run_1/layer_met2.png
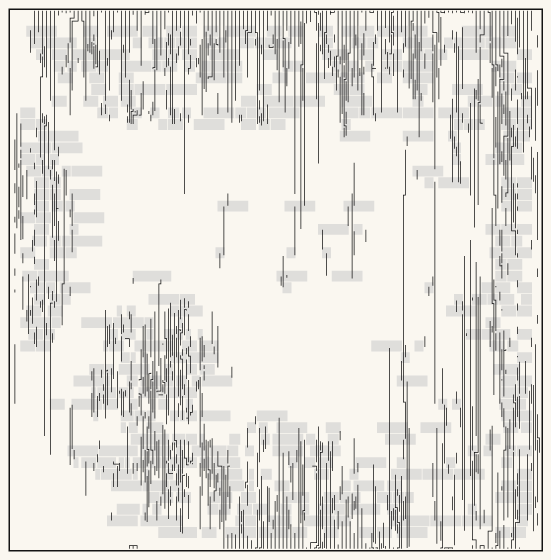
run_1/placement_by_type.png
Fill, decap, tap and diode cells in gray.
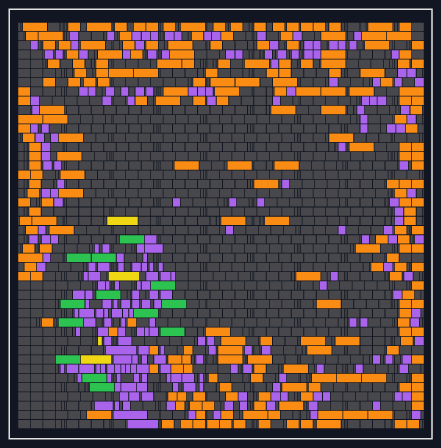
run_1/layer_met3.png
Scale bar: 20 µm.
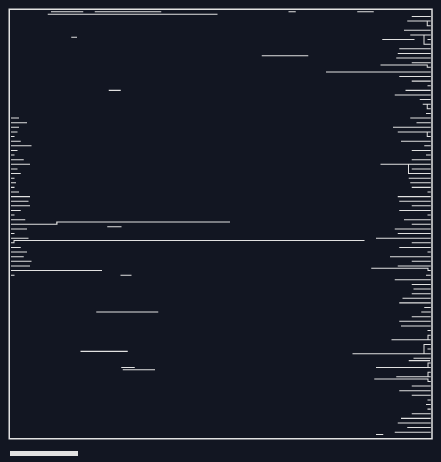
run_1/placement.png
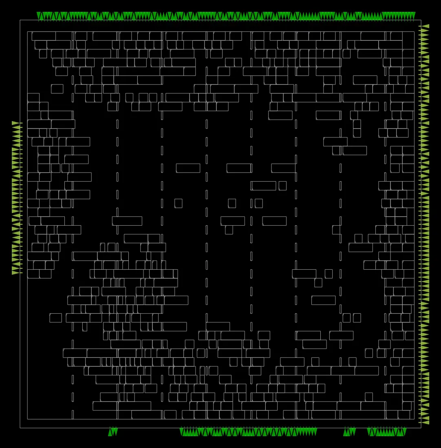
==> src/rtl/wb_arb_pkg.sv <==
// Shared types and constants for the two-master Wishbone arbiter.
// The grant encoding doubles as the externally visible FSM state.
package wb_arb_pkg;

  typedef enum logic [1:0] {
    IDLE = 2'd0,
    GNT0 = 2'd1,
    GNT1 = 2'd2
  } wb_arb_state_t;

  localparam logic [1:0] GRANT_NONE = 2'b00;
  localparam logic [1:0] GRANT_M0   = 2'b01;
  localparam logic [1:0] GRANT_M1   = 2'b10;

  localparam int DEFAULT_TIMEOUT_CYCLES = 1023;

endpackage

==> src/rtl/wb_arb_watchdog.sv <==
// Stall counter: counts cycles while run is high and flags expiry when the
// count reaches TIMEOUT_CYCLES. Only instantiated for TIMEOUT_CYCLES > 0.
module wb_arb_watchdog
  import wb_arb_pkg::*;
#(
  parameter int TIMEOUT_CYCLES = DEFAULT_TIMEOUT_CYCLES
) (
  input  logic clk,
  input  logic rst_n,
  input  logic run,
  input  logic clear,
  output logic expired
);

  localparam int CW = $clog2(TIMEOUT_CYCLES + 1);
  localparam logic [CW-1:0] LIMIT = CW'(TIMEOUT_CYCLES);

  logic [CW-1:0] r_count;

  // Saturates at LIMIT so a missed clear can never wrap back to zero.
  always_ff @(posedge clk) begin
    if (!rst_n) begin
      r_count <= '0;
    end else if (clear) begin
      r_count <= '0;
    end else if (run && (r_count != LIMIT)) begin
      r_count <= r_count + CW'(1);
    end
  end

  assign expired = run & (r_count == LIMIT);

endmodule

==> src/rtl/wishbone_arbiter_2to1.sv <==
// Two-master Wishbone classic arbiter: round-robin grant, locked for the
// owner's cyc, with a watchdog that aborts stalled strobes.
module wishbone_arbiter_2to1
  import wb_arb_pkg::*;
#(
  parameter int ADDR_WIDTH     = 32,
  parameter int DATA_WIDTH     = 32,
  parameter int SEL_WIDTH      = DATA_WIDTH / 8,
  parameter int TIMEOUT_CYCLES = DEFAULT_TIMEOUT_CYCLES
) (
  input  logic                  clk,
  input  logic                  rst_n,
  input  logic                  m0_cyc_i,
  input  logic                  m0_stb_i,
  input  logic                  m0_we_i,
  input  logic [ADDR_WIDTH-1:0] m0_addr_i,
  input  logic [DATA_WIDTH-1:0] m0_data_i,
  input  logic [SEL_WIDTH-1:0]  m0_sel_i,
  output logic [DATA_WIDTH-1:0] m0_data_o,
  output logic                  m0_ack_o,
  output logic                  m0_err_o,
  input  logic                  m1_cyc_i,
  input  logic                  m1_stb_i,
  input  logic                  m1_we_i,
  input  logic [ADDR_WIDTH-1:0] m1_addr_i,
  input  logic [DATA_WIDTH-1:0] m1_data_i,
  input  logic [SEL_WIDTH-1:0]  m1_sel_i,
  output logic [DATA_WIDTH-1:0] m1_data_o,
  output logic                  m1_ack_o,
  output logic                  m1_err_o,
  output logic                  s_cyc_o,
  output logic                  s_stb_o,
  output logic                  s_we_o,
  output logic [ADDR_WIDTH-1:0] s_addr_o,
  output logic [DATA_WIDTH-1:0] s_data_o,
  output logic [SEL_WIDTH-1:0]  s_sel_o,
  input  logic [DATA_WIDTH-1:0] s_data_i,
  input  logic                  s_ack_i,
  output logic [1:0]            grant_o,
  output logic                  timeout_o
);

  // Handshake: a transfer is offered while cyc & stb are high and completes
  // in the cycle the slave raises ack; only the granted master sees that ack.
  wb_arb_state_t r_state;
  wb_arb_state_t w_next_state;
  logic          r_last;
  logic          w_req0;
  logic          w_req1;
  logic          w_wd_run;
  logic          w_wd_clear;
  logic          w_wd_expired;
  logic          w_timeout;

  assign w_req0 = m0_cyc_i & m0_stb_i;
  assign w_req1 = m1_cyc_i & m1_stb_i;

  assign w_wd_run   = ((r_state == GNT0) & w_req0 | (r_state == GNT1) & w_req1) & ~s_ack_i;
  assign w_wd_clear = ~w_wd_run | (w_next_state != r_state);
  // Ack wins over expiry because an acked cycle never counts as running.
  assign w_timeout  = w_wd_expired;

  generate
    if (TIMEOUT_CYCLES > 0) begin : g_wdog
      wb_arb_watchdog #(
        .TIMEOUT_CYCLES(TIMEOUT_CYCLES)
      ) u_wdog (
        .clk    (clk),
        .rst_n  (rst_n),
        .run    (w_wd_run),
        .clear  (w_wd_clear),
        .expired(w_wd_expired)
      );
    end else begin : g_no_wdog
      assign w_wd_expired = 1'b0;
    end
  endgenerate

  always_ff @(posedge clk) begin
    if (!rst_n) begin
      r_state <= IDLE;
      r_last  <= 1'b1;
    end else begin
      r_state <= w_next_state;
      if (w_next_state == GNT0) r_last <= 1'b0;
      else if (w_next_state == GNT1) r_last <= 1'b1;
    end
  end

  always_comb begin
    w_next_state = r_state;
    case (r_state)
      IDLE: begin
        if (w_req0 && w_req1) w_next_state = r_last ? GNT0 : GNT1;
        else if (w_req0)      w_next_state = GNT0;
        else if (w_req1)      w_next_state = GNT1;
      end
      GNT0: begin
        if (w_timeout)      w_next_state = IDLE;
        else if (!m0_cyc_i) w_next_state = w_req1 ? GNT1 : IDLE;
      end
      GNT1: begin
        if (w_timeout)      w_next_state = IDLE;
        else if (!m1_cyc_i) w_next_state = w_req0 ? GNT0 : IDLE;
      end
      default: w_next_state = IDLE;
    endcase
  end

  always_comb begin
    grant_o   = GRANT_NONE;
    s_cyc_o   = 1'b0;
    s_stb_o   = 1'b0;
    s_we_o    = 1'b0;
    s_addr_o  = '0;
    s_data_o  = '0;
    s_sel_o   = '0;
    m0_ack_o  = 1'b0;
    m1_ack_o  = 1'b0;
    m0_err_o  = 1'b0;
    m1_err_o  = 1'b0;
    timeout_o = 1'b0;
    case (r_state)
      GNT0: begin
        grant_o   = GRANT_M0;
        s_cyc_o   = m0_cyc_i & ~w_timeout;
        s_stb_o   = m0_stb_i & ~w_timeout;
        s_we_o    = m0_we_i;
        s_addr_o  = m0_addr_i;
        s_data_o  = m0_data_i;
        s_sel_o   = m0_sel_i;
        m0_ack_o  = s_ack_i;
        m0_err_o  = w_timeout;
        timeout_o = w_timeout;
      end
      GNT1: begin
        grant_o   = GRANT_M1;
        s_cyc_o   = m1_cyc_i & ~w_timeout;
        s_stb_o   = m1_stb_i & ~w_timeout;
        s_we_o    = m1_we_i;
        s_addr_o  = m1_addr_i;
        s_data_o  = m1_data_i;
        s_sel_o   = m1_sel_i;
        m1_ack_o  = s_ack_i;
        m1_err_o  = w_timeout;
        timeout_o = w_timeout;
      end
      default: ;
    endcase
  end

  assign m0_data_o = s_data_i;
  assign m1_data_o = s_data_i;

endmodule

==> config.mk <==
export PLATFORM = sky130hd
export DESIGN_NAME = wishbone_arbiter_2to1
export DESIGN_NICKNAME = d
export VERILOG_FILES = /design/src/rtl/wb_arb_pkg.sv /design/src/rtl/wb_arb_watchdog.sv /design/src/rtl/wishbone_arbiter_2to1.sv
export SDC_FILE = /design/constraint.sdc
export NUM_CORES = 1
export LEC_CHECK = 0
export CORE_AREA = 2 2 122 124
export DETAILED_ROUTE_END_ITERATION = 10
export DIE_AREA = 0 0 124 126
export GPL_ROUTABILITY_DRIVEN = 0
export MAX_ROUTING_LAYER = met4
export PLACE_DENSITY = 0.58
export SYNTH_ARGS = -nofsm -noshare
export SYNTH_HDL_FRONTEND = slang
export SYNTH_HIERARCHICAL = 1
export SYNTH_SLANG_ARGS = --single-unit
==> constraint.sdc <==
create_clock -name clk -period 3.1 [get_ports clk]
set_clock_uncertainty 0.2 [all_clocks]
set_input_delay 0.31 -clock clk [delete_from_list [all_inputs] [get_ports clk]]
set_output_delay 0.31 -clock clk [all_outputs]
set_load 0.05 [all_outputs]
==> GITHUB_STEP_SUMMARY, run 1 <==
### Metrics collected by this job

| Metric | Value |
|---|---|
| Crit-path max FO | 38 |
| Top cell excl fill/tap | clkdlybuf4s50_1 |
| Final Cell Area | 0.00531 mm² |
| Die ar. | 0.0156 mm² |
| Post-CTS Hold Buffers | 0 |
| Logic family by area | simple AND/OR/NAND/NOR gates |
| 1st-iter DRT viols | 74 |
| Hold Path End | r_last |
| Cell variety after synth | 44 |
| Count of tool warnings | 29 |
| Fin crit share | 93.6% |
| Hold crit path type | flip-flop to flip-flop |
| Final hold vios | 0 |
| Simple share | 29.9% |
| CP endpoint | m1_ack_o |
| DP Worst Slack | 159 ps |
| # diodes | 0 |
| Pleak | 1.74 nW |
| Worst hold path depth | 2 |
| H-tree depth | 1 |
| DRT antenna net count | 0 |
| Initial antenna violation count | 0 |
| Critical path's largest stage delay | 790 ps |
| Power in combinational cells | 746 µW |
| Internal Pwr Total | 744 µW |
| Starting Density | 17.6% |
| Combinational share of power | 63.5% |
| I/O pin count | 319 |
| Min Tclk post-route | 2900 ps |
| Final setup margin | 200 ps |
| Cells after DPL | 673 |
| Share of the synthesized area in the top cell type | 20.5% |
| Cell taking the most area after synthesis | a22oi_1 |
| CP Depth | 5 |
| Outcome | completed |
About layer_met2.png:
- nets with wire on the layer: 569
- share of all routed wire: 50%
- longest straight run: 72.2 µm
Vias: 3049
Global Route met2 Usage: 26.2%
Post-Route WL: 12300 µm

About placement_by_type.png:
- yellow: clock drivers and dummy loads (cells 4; share of their area 1.6%)
- purple: combinational and other logic (cells 242; share of their area 33%)
- orange: other buffers and delay cells (cells 234; share of their area 60%)
- green: flops (cells 13; share of their area 5.1%)
Row Count: 44
Core ar.: 0.0143 mm²
final core utilization: 37.1%

About layer_met3.png:
- share of all routed wire: 8.8%
- main direction: horizontal
- wire length on this layer: 1080 µm
met3 Use GR: 3.22%

About placement.png:
tap cells: 184
Layout Cells excl Fill: 677
Flops: 13
Seq/total area: 4.90%

## Run 2: what changed since run 1
Settings changed: CORE_AREA 2 2 122 124 to 4 4 121 123, DIE_AREA 0 0 124 126 to 0 0 125 127, PLACE_DENSITY 0.58 to 0.61, SKIP_CTS_REPAIR_TIMING set to 1.
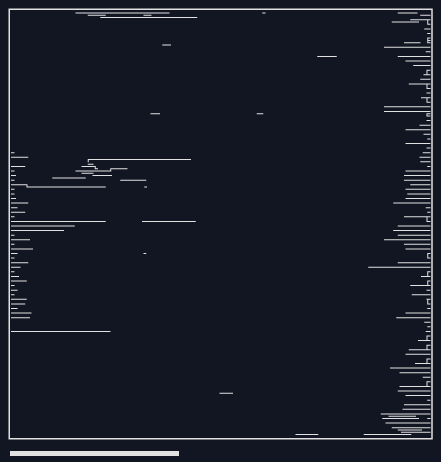
run_2/layer_met3.png
Scale bar: 50 µm.
- nets with wire on the layer: 123
- main direction: horizontal
- wire length on this layer: 916 µm
- longest straight run: 30.4 µm
met3 Use GR: 3.22%
Vias: 3048
Post-Route WL: 11900 µm

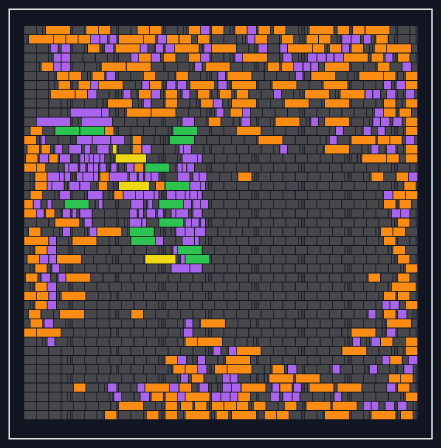
run_2/placement_by_type.png
Fill, decap, tap and diode cells in gray.
- orange: other buffers and delay cells (cells 233; share of their area 60%)
- purple: combinational and other logic (cells 242; share of their area 34%)
- green: flops (cells 13; share of their area 5.1%)
- yellow: clock drivers and dummy loads (cells 4; share of their area 1.6%)

==> run 2 against run 1 <==
Net effect:
- total power shrank 1.9%
- clock-buffer cell count is the same
- routed wire length shrank 3.1%
- core utilization grew 1.6 points
- via count is essentially flat
- first-iteration DRC count grew 81%
- synthesized cell count is the same
==> GITHUB_STEP_SUMMARY, run 2 <==
### Metrics collected by this job

| Metric | Value |
|---|---|
| Outcome | completed |
| Critical path's largest stage delay | 470 ps (-320 ps) |
| Final setup margin | 184 ps (-15.7 ps) |
| 1st-iter DRT viols | 134 (+81%) |
| Min Tclk post-route | 2920 ps (+15.7 ps) |
| Seq/total area | 4.92% (+0.026 points) |
| Via density | 4.54 |
| Logic area | 0.00167 mm² |
| Largest net degree at the start of global routing | 50 |
| Final hold vios | 0 (unchanged) |
| Share of the synthesized area in the top cell type | 20.5% (unchanged) |
| Adder share | 2.98% |
| Combinational share of power | 63.7% (+0.2 points) |
| Cell taking the most area after synthesis | a22oi_1 |
| Simple share | 29.9% (unchanged) |
| Pleak | 1.74 nW (-0.37%) |
| Crit-path max FO | 6 (-84%) |
| Metal2 WL | 6400 µm |
| Initial antenna violation count | 0 (unchanged) |
| Global Route met2 Usage | 25.9% (-0.33 points) |
| Type of the worst setup path | flip-flop to flip-flop |
| Starting Density | 18.4% (+0.84 points) |
| Fin crit share | 94.1% (+0.50 points) |
| Area fraction in mux cells | 3.57% |
| Final core utilization | 38.7% (+1.6 points) |
| Hold crit path type | flip-flop to flip-flop |
| Internal Pwr Total | 739 µW (-0.75%) |
| Non-clk buf share | 57.2% |
| WP data required | 3070 ps |
| Worst hold path depth | 2 (unchanged) |
| Largest regs | g_wdog.u_wdog/r_count: 10 flops, r_state: 2 flops, r_last: 1 flops |
| Sequential Power | 176 µW |
| Clk tree area frac | 1.49% |
| WL/cell | 17.7 µm |
| First-pass GRT wire length | 18000 µm |
| DRT antenna net count | 0 (unchanged) |
| Top cell excl fill/tap | clkdlybuf4s50_1 |
| Sequential Power Share | 15.3% |
| Core ar. | 0.0137 mm² (-4.5%) |
| Die ar. | 0.0159 mm² (+1.6%) |
| Cell variety after synth | 44 (unchanged) |
| H-tree depth | 1 (unchanged) |
| Yosys cell count | 346 |
| Setup TNS | 0 ps |
| Cells after DPL | 668 (-0.74%) |
| CP Depth | 11 (+6) |
| Layout Cells excl Fill | 672 (-0.74%) |
| Final Cell Area | 0.00529 mm² (-0.52%) |
| Flops | 13 (unchanged) |
| # diodes | 0 (unchanged) |
| Row Count | 43 (-2.3%) |
| Unrepaired setup endpoints after global routing | no |
| Logic family by area | simple AND/OR/NAND/NOR gates |
| R2R cell count | 11 |
| CTS tree | built |
| CTS max path bufs | 2 |
| DP Worst Slack | 122 ps (-37.3 ps) |
| Crit-path cells | inv_1 > ha_4 > nand3_1 > a21oi_2 > and4_2 > a311o_1 > a21oi_1 > o2111ai_2 > nand2b_1 > or4_1 > o21ai_0 |
| CP endpoint | g_wdog.u_wdog/r_count[5] |
| Wire length on met1 | 4400 µm |
| Count of tool warnings | 29 (unchanged) |
| Power in combinational cells | 735 µW (-1%) |
| Tap cells | 180 (-2.2%) |
| Top cells by area | a22oi_1 (21%), buf_4 (19%), nor2b_1 (18%), dfxtp_1 (10%), mux2i_1 (3.6%) |
| Synthesized area | 0.00252 mm² |
| Met3 wire len | 915 µm |
| Final Setup Violations | 0 |
| Hold Path End | g_wdog.u_wdog/r_count[1] |
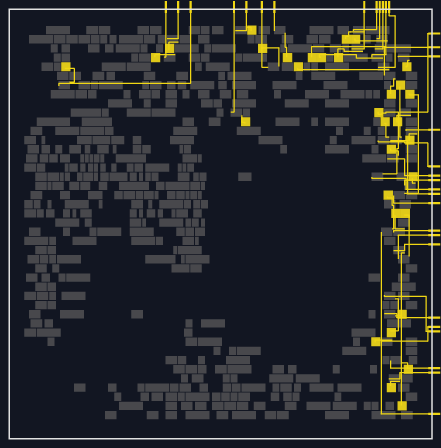
run_2/io_fan.png
- yellow: m0_data_i (bits 32; direction input; edge 19 right, 13 top; end cells 32; buffers 32; wire 988 µm)
I/O pin count: 319
# port buffers: 222

## Run 3: what changed since run 2
Settings changed: CORE_AREA 4 4 121 123 to 2 2 122 124, DIE_AREA 0 0 125 127 to 0 0 124 126, PLACE_DENSITY 0.61 to 0.58.
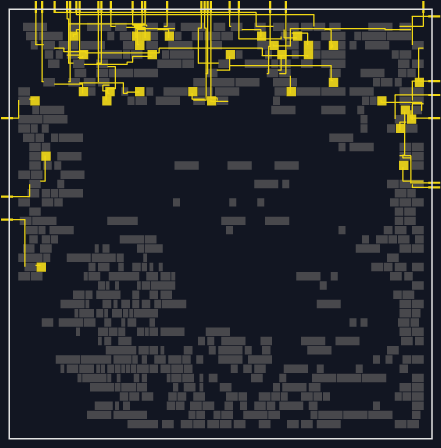
run_3/io_fan.png
- yellow: m0_data_i (bits 32; direction input; edge 23 top, 6 right, 3 left; end cells 32; buffers 32; wire 1020 µm)

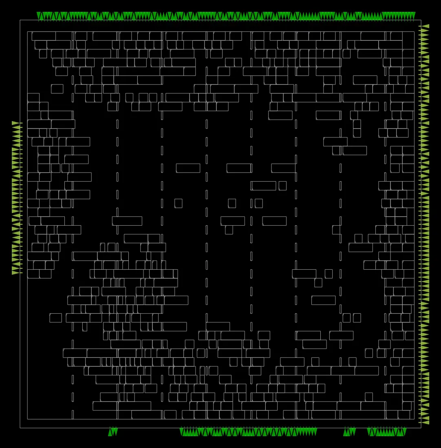
run_3/placement.png
FILL cells: 1394

==> run 3 against run 2 <==
Net effect:
- worst hold slack got worse by 4.2 ps
- sequential cell count unchanged
- clock-buffer cell count stayed put
- non-clock buffer count rose by 1
- first-iteration DRC count down 45%
==> GITHUB_STEP_SUMMARY, run 3 <==
### Metrics collected by this job

| Metric | Value |
|---|---|
| Hold crit path type | flip-flop to flip-flop |
| Logic family by area | simple AND/OR/NAND/NOR gates |
| Die ar. | 0.0156 mm² (-1.6%) |
| Setup TNS | 0 ps (unchanged) |
| Flops | 13 (unchanged) |
| 1st-iter DRT viols | 74 (-45%) |
| Cells after DPL | 673 (+0.75%) |
| Crit-path max FO | 38 (+32) |
| Worst hold path depth | 2 (unchanged) |
| CTS max path bufs | 2 (unchanged) |
| Post-Route WL | 12300 µm (+3.2%) |
| Seq/total area | 4.90% (-0.026 points) |
| Largest net degree at the start of global routing | 72 (+44%) |
| CTS tree | built |
| # port buffers | 222 (unchanged) |
| Simple share | 29.9% (unchanged) |
| Area fraction in mux cells | 3.57% (unchanged) |
| Initial antenna violation count | 0 (unchanged) |
| # diodes | 0 (unchanged) |
| Met3 Use GR | 3.22% (-0.0035 points) |
| Final Cell Area | 0.00531 mm² (+0.52%) |
| Power in combinational cells | 746 µW (+1%) |
| Critical path's largest stage delay | 790 ps (+320 ps) |
| CP Depth | 5 (-6) |
| Combinational share of power | 63.5% (-0.2 points) |
| Starting Density | 17.6% (-0.84 points) |
| Synthesized area | 0.00252 mm² (unchanged) |
| Final core utilization | 37.1% (-1.6 points) |
| WL/cell | 18.1 µm (+2.4%) |
| Global Route met2 Usage | 26.2% (+0.33 points) |
| Layout Cells excl Fill | 677 (+0.74%) |
| Row Count | 44 (+2.3%) |
| Cell taking the most area after synthesis | a22oi_1 |
| Final setup margin | 200 ps (+15.7 ps) |
| Vias | 3049 (+0.033%) |
| Count of tool warnings | 29 (unchanged) |
| Pleak | 1.74 nW (+0.37%) |
| Type of the worst setup path | flip-flop to primary output |
| Clk tree area frac | 1.48% (-0.0077 points) |
| Outcome | completed |
| Share of the synthesized area in the top cell type | 20.5% (unchanged) |
| Crit-path cells | inv_1 > ha_4 > buf_4 > and2_1 > clkdlybuf4s50_1 |
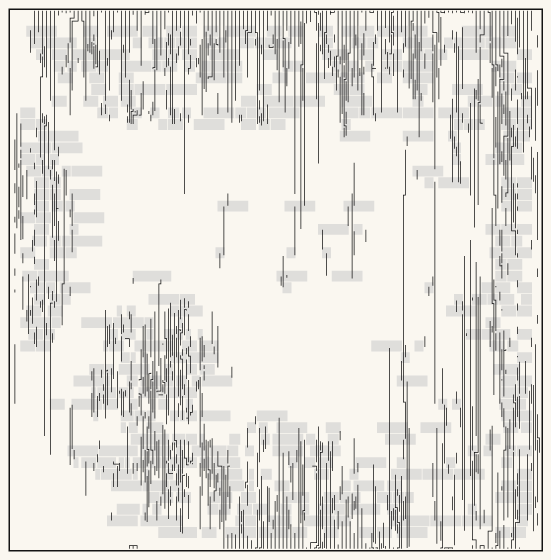
run_3/layer_met2.png
- nets with wire on the layer: 569
- wire length on this layer: 6190 µm
- main direction: vertical
- longest straight run: 72.2 µm
- share of all routed wire: 50%

Power figures rest on the tool's default switching activity, not on a simulated workload.
